[src/rtl/vga_pkg.sv]
// Shared constants and types for the VGA text renderer and the tile screen buffer.
// Holds 640x480@60 timing, tile geometry, address/data widths and the pixel-pipeline meta struct.
// No logic; imported by vga_text_renderer and vga_font_rom.
package vga_pkg;

    // 640x480@60 timing, 25 MHz pixel clock
    localparam int H_VISIBLE    = 640;
    localparam int H_FRONT      = 16;
    localparam int H_SYNC       = 96;
    localparam int H_BACK       = 48;
    localparam int H_TOTAL      = H_VISIBLE + H_FRONT + H_SYNC + H_BACK;   // 800
    localparam int H_SYNC_START = H_VISIBLE + H_FRONT;                     // 656
    localparam int H_SYNC_END   = H_SYNC_START + H_SYNC;                   // 752, exclusive

    localparam int V_VISIBLE    = 480;
    localparam int V_FRONT      = 10;
    localparam int V_SYNC       = 2;
    localparam int V_BACK       = 33;
    localparam int V_TOTAL      = V_VISIBLE + V_FRONT + V_SYNC + V_BACK;   // 525
    localparam int V_SYNC_START = V_VISIBLE + V_FRONT;                     // 490
    localparam int V_SYNC_END   = V_SYNC_START + V_SYNC;                   // 492, exclusive

    // Tile geometry
    localparam int TILE_W  = 8;
    localparam int TILE_H  = 16;
    localparam int TILES_X = H_VISIBLE / TILE_W;   // 80
    localparam int TILES_Y = V_VISIBLE / TILE_H;   // 30

    // Widths shared with the screen buffer
    localparam int ADDR_COL_WIDTH  = 7;
    localparam int ADDR_ROW_WIDTH  = 5;
    localparam int DATA_WIDTH      = 7;
    localparam int COLOR_WIDTH     = 12;
    localparam int FONT_ADDR_WIDTH = DATA_WIDTH + 4;   // {char, glyph row}
    localparam int CNT_WIDTH       = 10;

    // Per-pixel side information carried alongside the char/glyph fetch
    typedef struct packed {
        logic [2:0] xbit;
        logic [3:0] yrow;
        logic       active;
        logic       hsync;
        logic       vsync;
        logic       frame_start;
        logic       cursor;
    } pix_meta_t;

endpackage

[src/rtl/vga_font_rom.sv]
// 2048x8 font ROM, address = {char code, glyph row}; MSB of data is the leftmost pixel.
// Latency: 1 cycle (registered read). No backpressure: reads every cycle.
// Ports: clk, rst (sync, active-high, clears data), addr, data. Built-in table: 0x41 'A',
// 0x7F solid block; every other code (including 0) is blank.
module vga_font_rom
    import vga_pkg::*;
(
    input  logic                       clk,
    input  logic                       rst,
    input  logic [FONT_ADDR_WIDTH-1:0] addr,
    output logic [7:0]                 data
);

    // Glyph 'A', row 0 in the top byte
    localparam logic [127:0] GLYPH_A = 128'h0000_0018_3C66_667E_6666_6666_0000_0000;

    always_ff @(posedge clk) begin
        if (rst) begin
            data <= '0;
        end else begin
            case (addr[FONT_ADDR_WIDTH-1:4])
                7'h41:   data <= GLYPH_A[{~addr[3:0], 3'b000} +: 8];
                7'h7F:   data <= 8'hFF;
                default: data <= 8'h00;
            endcase
        end
    end

endmodule

[src/rtl/vga_text_renderer.sv]
// VGA text renderer: 640x480@60 timing, tile address out, char in, font lookup, RGB + syncs out.
// Latency: 3 cycles counter->rgb_o (syncs/frame_start delayed equally); addresses 1 cycle.
// No backpressure: free-running; char_i is sampled on the edge after col_r_o/row_r_o are shown.
// Ports: clk_i, rst_i (sync, active-high), col_r_o/row_r_o (buffer read address), char_i,
// fg_color_i/bg_color_i, rgb_o, hsync_o/vsync_o (active-low), frame_start_o (pixel (0,0)).
// Optional macro VGA_CURSOR_EN adds cursor_col_i/cursor_row_i/cursor_en_i: blinking underline.
module vga_text_renderer #(
    parameter int H_VISIBLE = vga_pkg::H_VISIBLE,
    parameter int H_FRONT   = vga_pkg::H_FRONT,
    parameter int H_SYNC    = vga_pkg::H_SYNC,
    parameter int H_BACK    = vga_pkg::H_BACK,
    parameter int V_VISIBLE = vga_pkg::V_VISIBLE,
    parameter int V_FRONT   = vga_pkg::V_FRONT,
    parameter int V_SYNC    = vga_pkg::V_SYNC,
    parameter int V_BACK    = vga_pkg::V_BACK
) (
    input  logic                               clk_i,
    input  logic                               rst_i,
    output logic [vga_pkg::ADDR_COL_WIDTH-1:0] col_r_o,
    output logic [vga_pkg::ADDR_ROW_WIDTH-1:0] row_r_o,
    input  logic [vga_pkg::DATA_WIDTH-1:0]     char_i,
    input  logic [vga_pkg::COLOR_WIDTH-1:0]    fg_color_i,
    input  logic [vga_pkg::COLOR_WIDTH-1:0]    bg_color_i,
`ifdef VGA_CURSOR_EN
    input  logic [vga_pkg::ADDR_COL_WIDTH-1:0] cursor_col_i,
    input  logic [vga_pkg::ADDR_ROW_WIDTH-1:0] cursor_row_i,
    input  logic                               cursor_en_i,
`endif
    output logic [vga_pkg::COLOR_WIDTH-1:0]    rgb_o,
    output logic                               hsync_o,
    output logic                               vsync_o,
    output logic                               frame_start_o
);
    import vga_pkg::*;

    localparam int HT  = H_VISIBLE + H_FRONT + H_SYNC + H_BACK;
    localparam int VT  = V_VISIBLE + V_FRONT + V_SYNC + V_BACK;
    localparam int HSS = H_VISIBLE + H_FRONT;
    localparam int HSE = HSS + H_SYNC;
    localparam int VSS = V_VISIBLE + V_FRONT;
    localparam int VSE = VSS + V_SYNC;

    localparam pix_meta_t META_RST = '{xbit: 3'd0, yrow: 4'd0, active: 1'b0, hsync: 1'b1,
                                       vsync: 1'b1, frame_start: 1'b0, cursor: 1'b0};

    logic [CNT_WIDTH-1:0]      hcount, vcount;
    logic                      active0, cursor0;
    logic [ADDR_COL_WIDTH-1:0] tile_col;
    logic [ADDR_ROW_WIDTH-1:0] tile_row;
    pix_meta_t                 s0, s1, s2;
    logic [7:0]                glyph, glyph_eff;
    logic                      pixel;

    // Stage 0: raster counters
    always_ff @(posedge clk_i) begin
        if (rst_i) begin
            hcount <= '0;
            vcount <= '0;
        end else if (hcount == CNT_WIDTH'(HT - 1)) begin
            hcount <= '0;
            vcount <= (vcount == CNT_WIDTH'(VT - 1)) ? '0 : vcount + 1'b1;
        end else begin
            hcount <= hcount + 1'b1;
        end
    end

    assign active0  = (hcount < CNT_WIDTH'(H_VISIBLE)) && (vcount < CNT_WIDTH'(V_VISIBLE));
    assign tile_col = hcount[3 +: ADDR_COL_WIDTH];
    assign tile_row = vcount[4 +: ADDR_ROW_WIDTH];

`ifdef VGA_CURSOR_EN
    logic [4:0] frame_cnt;

    always_ff @(posedge clk_i) begin
        if (rst_i)              frame_cnt <= '0;
        else if (frame_start_o) frame_cnt <= frame_cnt + 1'b1;
    end

    // Upper bit of the frame counter gives the 32-frame blink (16 on, 16 off)
    assign cursor0 = cursor_en_i && frame_cnt[4] && active0 &&
                     (tile_col == cursor_col_i) && (tile_row == cursor_row_i);
`else
    assign cursor0 = 1'b0;
`endif

    always_comb begin
        s0             = META_RST;
        s0.xbit        = hcount[2:0];
        s0.yrow        = vcount[3:0];
        s0.active      = active0;
        s0.hsync       = !((hcount >= CNT_WIDTH'(HSS)) && (hcount < CNT_WIDTH'(HSE)));
        s0.vsync       = !((vcount >= CNT_WIDTH'(VSS)) && (vcount < CNT_WIDTH'(VSE)));
        s0.frame_start = (hcount == '0) && (vcount == '0);
        s0.cursor      = cursor0;
    end

    // Stage 1: registered buffer address; blanking addresses park at tile (0,0)
    always_ff @(posedge clk_i) begin
        if (rst_i) begin
            col_r_o <= '0;
            row_r_o <= '0;
            s1      <= META_RST;
            s2      <= META_RST;
        end else begin
            col_r_o <= active0 ? tile_col : '0;
            row_r_o <= active0 ? tile_row : '0;
            s1      <= s0;
            s2      <= s1;
        end
    end

    // Stage 2: font lookup of the char returned for the stage-1 address
    vga_font_rom u_font_rom (
        .clk  (clk_i),
        .rst  (rst_i),
        .addr ({char_i, s1.yrow}),
        .data (glyph)
    );

    // Stage 3: underline rows 14/15 on the cursor tile, then pick the pixel bit
    always_comb begin
        glyph_eff = glyph;
        if (s2.cursor && (s2.yrow >= 4'd14)) glyph_eff = 8'hFF;
        pixel = glyph_eff[3'd7 - s2.xbit];
    end

    always_ff @(posedge clk_i) begin
        if (rst_i) begin
            rgb_o         <= '0;
            hsync_o       <= 1'b1;
            vsync_o       <= 1'b1;
            frame_start_o <= 1'b0;
        end else begin
            rgb_o         <= s2.active ? (pixel ? fg_color_i : bg_color_i) : '0;
            hsync_o       <= s2.hsync;
            vsync_o       <= s2.vsync;
            frame_start_o <= s2.frame_start;
        end
    end

endmodule

[config.mk]
export PLATFORM = sky130hd
export DESIGN_NAME = vga_text_renderer
export DESIGN_NICKNAME = d
export VERILOG_FILES = /design/src/rtl/vga_pkg.sv /design/src/rtl/vga_font_rom.sv /design/src/rtl/vga_text_renderer.sv
export SDC_FILE = /design/constraint.sdc
export NUM_CORES = 1
export LEC_CHECK = 0
export CORE_AREA = 2 2 80 82
export DETAILED_ROUTE_END_ITERATION = 10
export DIE_AREA = 0 0 82 84
export PLACE_DENSITY = 0.77
export SLEW_MARGIN = 10
export SYNTH_ARGS = -nofsm -noshare
export SYNTH_HDL_FRONTEND = slang
export SYNTH_SLANG_ARGS = --single-unit
[constraint.sdc]
create_clock -name clk_i -period 1.7 [get_ports clk_i]
set_input_delay 0.34 -clock clk_i [delete_from_list [all_inputs] [get_ports clk_i]]
set_output_delay 0.34 -clock clk_i [all_outputs]
set_load 0.05 [all_outputs]
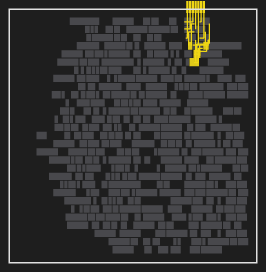
io_fan.png
(3 px per µm)
legend:
  yellow:
    port: char_i
    direction: input
    end_cells: 5
    buffers: 7
    wire: 120 µm

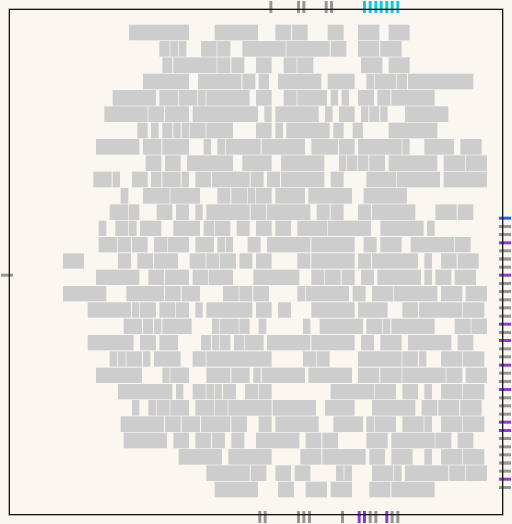
io_placement.png
(6 px per µm) Pins as bars across the die edge, other pins in grey.
legend:
  purple:
    port: fg_color_i
    pins: 12
    direction: input
    edge: 9 right, 3 bottom
  cyan:
    port: char_i
    pins: 7
    direction: input
    edge: top
  blue:
    port: vsync_o
    pins: 1
    direction: output
    edge: right

==> changes_impl.md <==
## Implementation

* Nonclk buf count at 94
* Finish-stage setup viols at 0
* Synth Seq Share at 53.15%
* Tool warnings at 31
* Top cells excl fill/tap: dfxtp_1, buf_4, nor2_1
* Yosys top cell by instances: dfxtp_1
* Largest net degree at the start of global routing at 16
* Psw at 699.9 µW
* Met1 usage at 18.88%
* Final Hold Vio Count at 0
* Setup TNS at 0 ns
* CTS root buf: clkbuf_8
* DRT Pass-1 Iters at 4
* Switching Share at 20.10%
* Syn Inst Count at 260
* Crit path DRT at 1.97 ns
* Dominant logic cell type in the layout: dfxtp_1
* Clk buf depth at 2
* CTS tree: yes
* WL/cell at 12.90 µm
* Status: complete, no violations
* Pwr/cell area at 914.7 nW/µm²
* Utilization after layout at 62.46%
* Cts hold-fix bufs at 0
* Top cell area share at 53.15%
* Initial antenna violation count at 0
* Synth Area per Inst at 9.995 µm²
* N_diodes at 0
* Largest register by flop count: rgb_o
* Taps Inserted at 77
* Input/output buffers at 59
* Worst Hold Depth at 1
* Hold Path Origin: s1[3]
* Number of cells on the critical path at 5
* Met3 WL at 395 µm
* Critical Path AT at 1.93 ns
* Clock Skew at 0.004711 ns
* Tightest Pin Transition at 0.3730 ns
* VDD IR max at 0.0007038 V
* Post-route design area at 3807 µm²
* Total power at 3.483 mW
* Critical Path Max Stage Delay at 0.49 ns
* Share of layout cells above drive strength 1 at 29.72%
* Post-route DRC at 0
* Hold crit path type: reg -> reg
* Int Power at 2.783 mW
* RSZ-0062 raised after global routing: true
* Setup bufs post-CTS at 0
* Comb power at 232 µW
* Setup ws final at 0.03842 ns
* NonClk Buf Share at 21.29%
* Main logic family after synthesis: simple AND/OR/NAND/NOR gates
* Fp_density at 42.63%
* Non-Filler Instances at 437
* Launch point of the worst path: hcount[1]
* Mapped Area at 2599 µm²
* Min Tclk post-route at 1.662 ns
* Count of multi-input gates at 171
* Worst skew pair latency at 0.33 ns
* Area reported by Yosys stat at 2599 µm²
* Hpwl dp at 4148 µm
* Xor/xnor share at 4.381%
* Antenna-violating nets left at 0
* Metal-1 WL at 2369 µm
* Top layer in use: met4
* Max reg flops at 12
* Comb/total area at 32.17%
* Combinational power share at 6.7%
* Cell count in the Yosys report at 260
* Worst hold endpoint: s2[3]
* Non-clk invs at 10
* Clock buffers at 10
* R2R Path End: vcount[8]
* Simple-Gate Area Share at 24.99%
* Slew HR at 74.90%
* Reg power frac at 47.6%
* Hold Slack at 0.4073 ns
* Num CTS Buffers at 9
* Largest cell class: flip-flops and latches
* Reg area at 1390 µm²
* CP max FO at 5
* Post-synth regs at 69
* Crit-path cells: ha_4 > nand3_4 > or3_4 > or4_4 > a21oi_2
* GR Util met3 at 6.385%
* Cell area leaders: dfxtp_1, nor2_1, mux2i_1
* Slowest stage cell, crit path: or4_4
* Worst R2R Setup Slack at 0.04 ns
* Reg2Reg Launch Point: hcount[1]
* Met2 WL at 2795 µm
* Clock transition at path regs at 0.07 ns
* Clock power share at 45.8%
* Global route overflow at 0
* Top Ports at 60
* Registers at 69
* Clk pwr at 1.59 mW
* Dominant Register Cell: dfxtp_1
* 1st-iter DRT viols at 76
* Die width at 82 µm
* Syn-to-layout area delta at 46.51%
* Top Registers: rgb_o x12, s1 x11
* Synth warn at 0
* Power in sequential cells at 1.66 mW
* Mux area share at 6.740%
* Routed WL at 5638 µm
* Number of global-route vias before repair at 2071
* Worst path bufs/invs at 0
* Global placer's final weighted congestion at 0.8452
* Area fraction in compound gates at 4.237%
* R2R cell count at 5
* Unique cell types at 40
* Dominant cell type by area after synthesis: dfxtp_1
* Static Leak at 1.623 nW
* GR Util All Layers at 16.71%
* Placement Rows at 29
* Vias per cell at 4.890
* Met2 Use GR at 29.19%
* Critical Path End: vcount[8]
* Ys async rst share at 0%
* Placement Setup Slack at -0.06709 ns
* Biggest consumer: registers
* Synth top cells by count: dfxtp_1, nor2_1, mux2i_1, and2_1
Power and IR drop assume default switching activity.
